<file path="src/rtl/imm_gen_pkg.sv">
// Shared format encodings and FSM state type for the registered immediate generator.
package imm_gen_pkg;

  localparam logic [1:0] FMT_SEXT   = 2'b00;
  localparam logic [1:0] FMT_SHL1   = 2'b01;
  localparam logic [1:0] FMT_HIGH   = 2'b10;
  localparam logic [1:0] FMT_PREFIX = 2'b11;

  typedef enum logic {
    IDLE     = 1'b0,
    PREFIXED = 1'b1
  } state_t;

endpackage

</file>
<file path="src/rtl/imm_format_comb.sv">
// Combinational immediate formatter: next output value and next prefix value
// from the instruction field, format select, prefix register and FSM state.
module imm_format_comb
  import imm_gen_pkg::*;
#(
  parameter int unsigned DATA_W  = 16,
  parameter int unsigned FIELD_W = 8
) (
  input  logic [FIELD_W-1:0] f,
  input  logic [1:0]         fmt,
  input  logic [DATA_W-1:0]  prefix,
  input  state_t             state,
  output logic [DATA_W-1:0]  out_nxt_c,
  output logic [DATA_W-1:0]  prefix_nxt_c
);

  localparam int unsigned EXT_W = DATA_W - FIELD_W;

  logic [DATA_W-1:0] sext_c;
  logic [DATA_W-1:0] high_c;
  logic [DATA_W-1:0] cat_c;
  logic [DATA_W-1:0] base_c;

  // With a pending prefix the field is appended unsigned; bits shifted past DATA_W are lost.
  always_comb begin
    sext_c       = {{EXT_W{f[FIELD_W-1]}}, f};
    high_c       = {f, {EXT_W{1'b0}}};
    cat_c        = DATA_W'({prefix, f});
    base_c       = (state == PREFIXED) ? cat_c : sext_c;
    out_nxt_c    = base_c;
    prefix_nxt_c = (state == PREFIXED) ? cat_c : {{EXT_W{1'b0}}, f};
    case (fmt)
      FMT_SHL1: out_nxt_c = {base_c[DATA_W-2:0], 1'b0};
      FMT_HIGH: if (state == IDLE) out_nxt_c = high_c;
      default:  ;
    endcase
  end

endmodule

</file>
<file path="src/rtl/imm_gen_seq.sv">
// Registered immediate generator with prefix accumulation and valid/ready on both sides.
// Define IMM_GEN_STATS_EN to add the imm_count emitted-immediate counter.
module imm_gen_seq
  import imm_gen_pkg::*;
#(
  parameter int unsigned DATA_W  = 16,
  parameter int unsigned INST_W  = 16,
  parameter int unsigned FIELD_W = 8
`ifdef IMM_GEN_STATS_EN
  , parameter int unsigned CNT_W = 16
`endif
) (
  input  logic              clock,
  input  logic              reset,
  input  logic [INST_W-1:0] inst,
  input  logic [1:0]        fmt,
  input  logic              in_valid,
  output logic              in_ready,
  input  logic              flush,
  output logic [DATA_W-1:0] out,
  output logic              out_valid,
  input  logic              out_ready,
  output logic              prefix_pending
`ifdef IMM_GEN_STATS_EN
  , output logic [CNT_W-1:0] imm_count
`endif
);

  state_t            state;
  state_t            state_nxt;
  logic [DATA_W-1:0] prefix;
  logic [DATA_W-1:0] prefix_nxt;
  logic [DATA_W-1:0] out_nxt;
  logic              out_valid_nxt;
  logic [DATA_W-1:0] fmt_out_c;
  logic [DATA_W-1:0] fmt_prefix_c;
  logic              accept_c;
  logic              emit_c;

  assign in_ready = !out_valid || out_ready;
  assign accept_c = in_valid && in_ready && !flush;
  assign emit_c   = accept_c && (fmt != FMT_PREFIX);

  // Only the top FIELD_W instruction bits carry the immediate field.
  if (INST_W > FIELD_W) begin : g_low_bits
    logic unused_inst_c;
    assign unused_inst_c = ^inst[INST_W-FIELD_W-1:0];
  end

  imm_format_comb #(
    .DATA_W  (DATA_W),
    .FIELD_W (FIELD_W)
  ) u_format (
    .f            (inst[INST_W-1 -: FIELD_W]),
    .fmt          (fmt),
    .prefix       (prefix),
    .state        (state),
    .out_nxt_c    (fmt_out_c),
    .prefix_nxt_c (fmt_prefix_c)
  );

  always_ff @(posedge clock or posedge reset) begin
    if (reset) begin
      state          <= IDLE;
      prefix         <= '0;
      out            <= '0;
      out_valid      <= 1'b0;
      prefix_pending <= 1'b0;
    end else begin
      state          <= state_nxt;
      prefix         <= prefix_nxt;
      out            <= out_nxt;
      out_valid      <= out_valid_nxt;
      prefix_pending <= (state_nxt == PREFIXED);
    end
  end

  // Flush wins over both accept and retire; a retire without a new emit drops out_valid.
  always_comb begin
    state_nxt     = state;
    prefix_nxt    = prefix;
    out_nxt       = out;
    out_valid_nxt = out_valid;
    if (flush) begin
      state_nxt     = IDLE;
      prefix_nxt    = '0;
      out_valid_nxt = 1'b0;
    end else begin
      if (out_valid && out_ready) out_valid_nxt = 1'b0;
      if (accept_c) begin
        if (fmt == FMT_PREFIX) begin
          state_nxt  = PREFIXED;
          prefix_nxt = fmt_prefix_c;
        end else begin
          state_nxt     = IDLE;
          prefix_nxt    = '0;
          out_nxt       = fmt_out_c;
          out_valid_nxt = 1'b1;
        end
      end
    end
  end

`ifdef IMM_GEN_STATS_EN
  always_ff @(posedge clock or posedge reset) begin
    if (reset) imm_count <= '0;
    else if (emit_c) imm_count <= imm_count + CNT_W'(1);
  end
`else
  logic unused_emit_c;
  assign unused_emit_c = emit_c;
`endif

endmodule

</file>
<file path="config.mk">
export PLATFORM = sky130hd
export DESIGN_NAME = imm_gen_seq
export DESIGN_NICKNAME = d
export VERILOG_FILES = /design/src/rtl/imm_gen_pkg.sv /design/src/rtl/imm_format_comb.sv /design/src/rtl/imm_gen_seq.sv
export SDC_FILE = /design/constraint.sdc
export NUM_CORES = 1
export LEC_CHECK = 0
export ABC_CLOCK_PERIOD_IN_PS = 2250
export CORE_ASPECT_RATIO = 0.5
export CORE_MARGIN = 2
export CORE_UTILIZATION = 51
export CTS_CLUSTER_SIZE = 28
export DETAILED_ROUTE_END_ITERATION = 16
export GPL_ROUTABILITY_DRIVEN = 0
export PLACE_DENSITY = 0.84
export SETUP_SLACK_MARGIN = 0.15
export SLEW_MARGIN = 20
export SYNTH_ARGS = -nofsm -noshare
export SYNTH_HDL_FRONTEND = slang
export SYNTH_SLANG_ARGS = --single-unit
</file>
<file path="constraint.sdc">
create_clock -name clock -period 2.25 [get_ports clock]
set_input_delay 0.675 -clock clock [delete_from_list [all_inputs] [get_ports clock]]
set_output_delay 0.675 -clock clock [all_outputs]
set_load 0.005 [all_outputs]
</file>
==> qor.yml <==
worst_setup_path:
  crit_path_start_kind: "primary input"
  crit_family: "buffers and inverters"
  rrSetupSlack_ns: 0.77
  worstReg2RegEnd: "out[6]"
  path_max_fanout: 2
  crit_chain: "dlygate4sd2_1 -> nor2b_2 -> inv_1 -> clkdlybuf4s15_2"
  crit_arrival_ns: 1.29
  crit_start: "out_ready"
place:
  port-buffer-count: 33
job:
  maxCapViolCount: 0
  warnings: 37
logic_synthesis:
  ys_cells: 135
  synthTopLogicFamily: "AND-OR/OR-AND gates"
  ys_sh_mux: 0.111
  synth_area_per_cell_um2: 11.1
  yosys_area_um2: 1500
  post-synth-top-count-cell: "dfrtp_1"
  xor_area_frac: 0
clock_network:
  clkTransAtPathRegs_ns: 0.08
  cts_setup_buffers: 1
  cts-htree-levels: 1
  hold_buffers: 0
  cts_sinks: 26
power:
  p_total_uw: 1280
min_path:
  hold_path_depth: 1
global_route:
  grt_pass1_vias: 1195
  grt_max_degree: 27
outcome:
  status: "completed"
cells_and_area:
  nets: 211
  area_delta_synth_final_pct: 37.1
  final_cells: 220
  fin_area_um2: 2050
timing:
  grt_setup_unrepaired: "no"
  setup_violations: 0
floorplanning:
  die_y_um: 42.3
  row_count: 13
  die_area_um2: 3410
routing:
  ant_nets: 0
-- routing by layer --
metal  share of wire  wire [um]  vias to the layer above  GRT usage
li1                -          -                      604          -
met1            0.49       1720                      594      0.336
met2            0.44       1540                       47      0.343
met3           0.059        207                        2     0.0496
met4          0.0060         21                        0     0.0542
met5               0          0                        -          0
-- power by group --
part | internal (uW) | switching (uW) | total (uW)
combinational | 252 | 158 | 410
sequential | 535 | 35.9 | 571
clock | 156 | 142 | 298
total | 943 | 336 | 1280
-- state kept, by name (all words and copies together), names as in the netlist --
register,count
out_valid,1
out,16
state,1
prefix,8
-- cell type report --
class	count	area [um2]
multi-input cells	94	777
flip-flops and latches	26	651
fillers	187	634
repair buffers	53	498
clock buffers	4	55.1
well taps	37	46.3
inverters	6	22.5
congestion.png
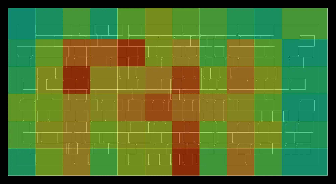
total track usage: 0.228
Final Util: 0.764
M3 GR Usage: 0.0496

flops_by_reg.png
Drawn at 4 px/um.
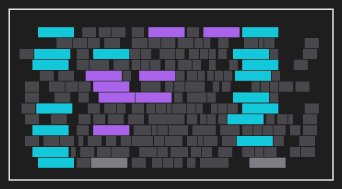
legend:
  purple:
    name_in_the_netlist: `prefix`
    placed_flops: 8
  cyan:
    name_in_the_netlist: `out`
    placed_flops: 16
    where: all over the die
Seq power: 571 uW
Flop area: 651 um2
Seq area share: 0.317

io_fan.png
Drawn at 6 px/um.
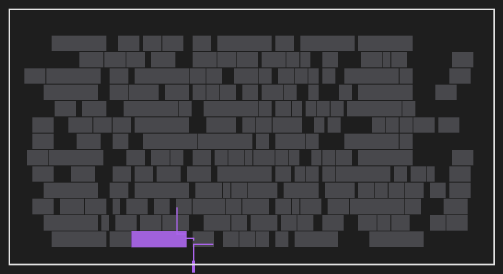
legend:
  purple:
    port: `prefix_pending`
    direction: output
    end_cells: 1
    wire: 13.6 um

io_placement.png
Drawn at 4 px/um. Pins as bars across the die edge, other pins in grey.
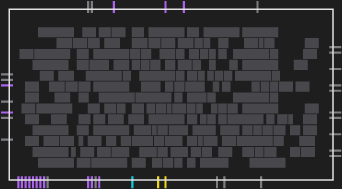
legend:
  yellow:
    port: `fmt`
    pins: 2
    direction: input
    edge: bottom
  cyan:
    port: `prefix_pending`
    pins: 1
    direction: output
    edge: bottom
  purple:
    port: `inst`
    pins: 16
    direction: input
    edge: 11 bottom, 3 top, 2 left

wires.png
Drawn at 6 px/um.
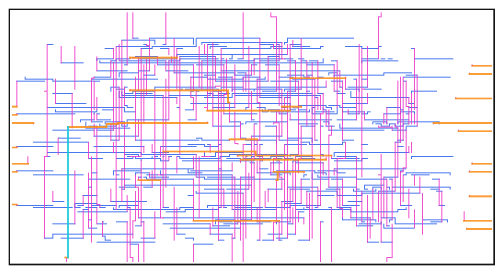
legend:
  magenta:
    layer: metal 2
    wire_length: 1540 um
  blue:
    layer: metal 1
    wire_length: 1720 um
  orange:
    layer: metal 3
    wire_length: 207 um
  cyan:
    layer: metal 4
    wire_length: 21.8 um

Power and IR drop assume default switching activity.
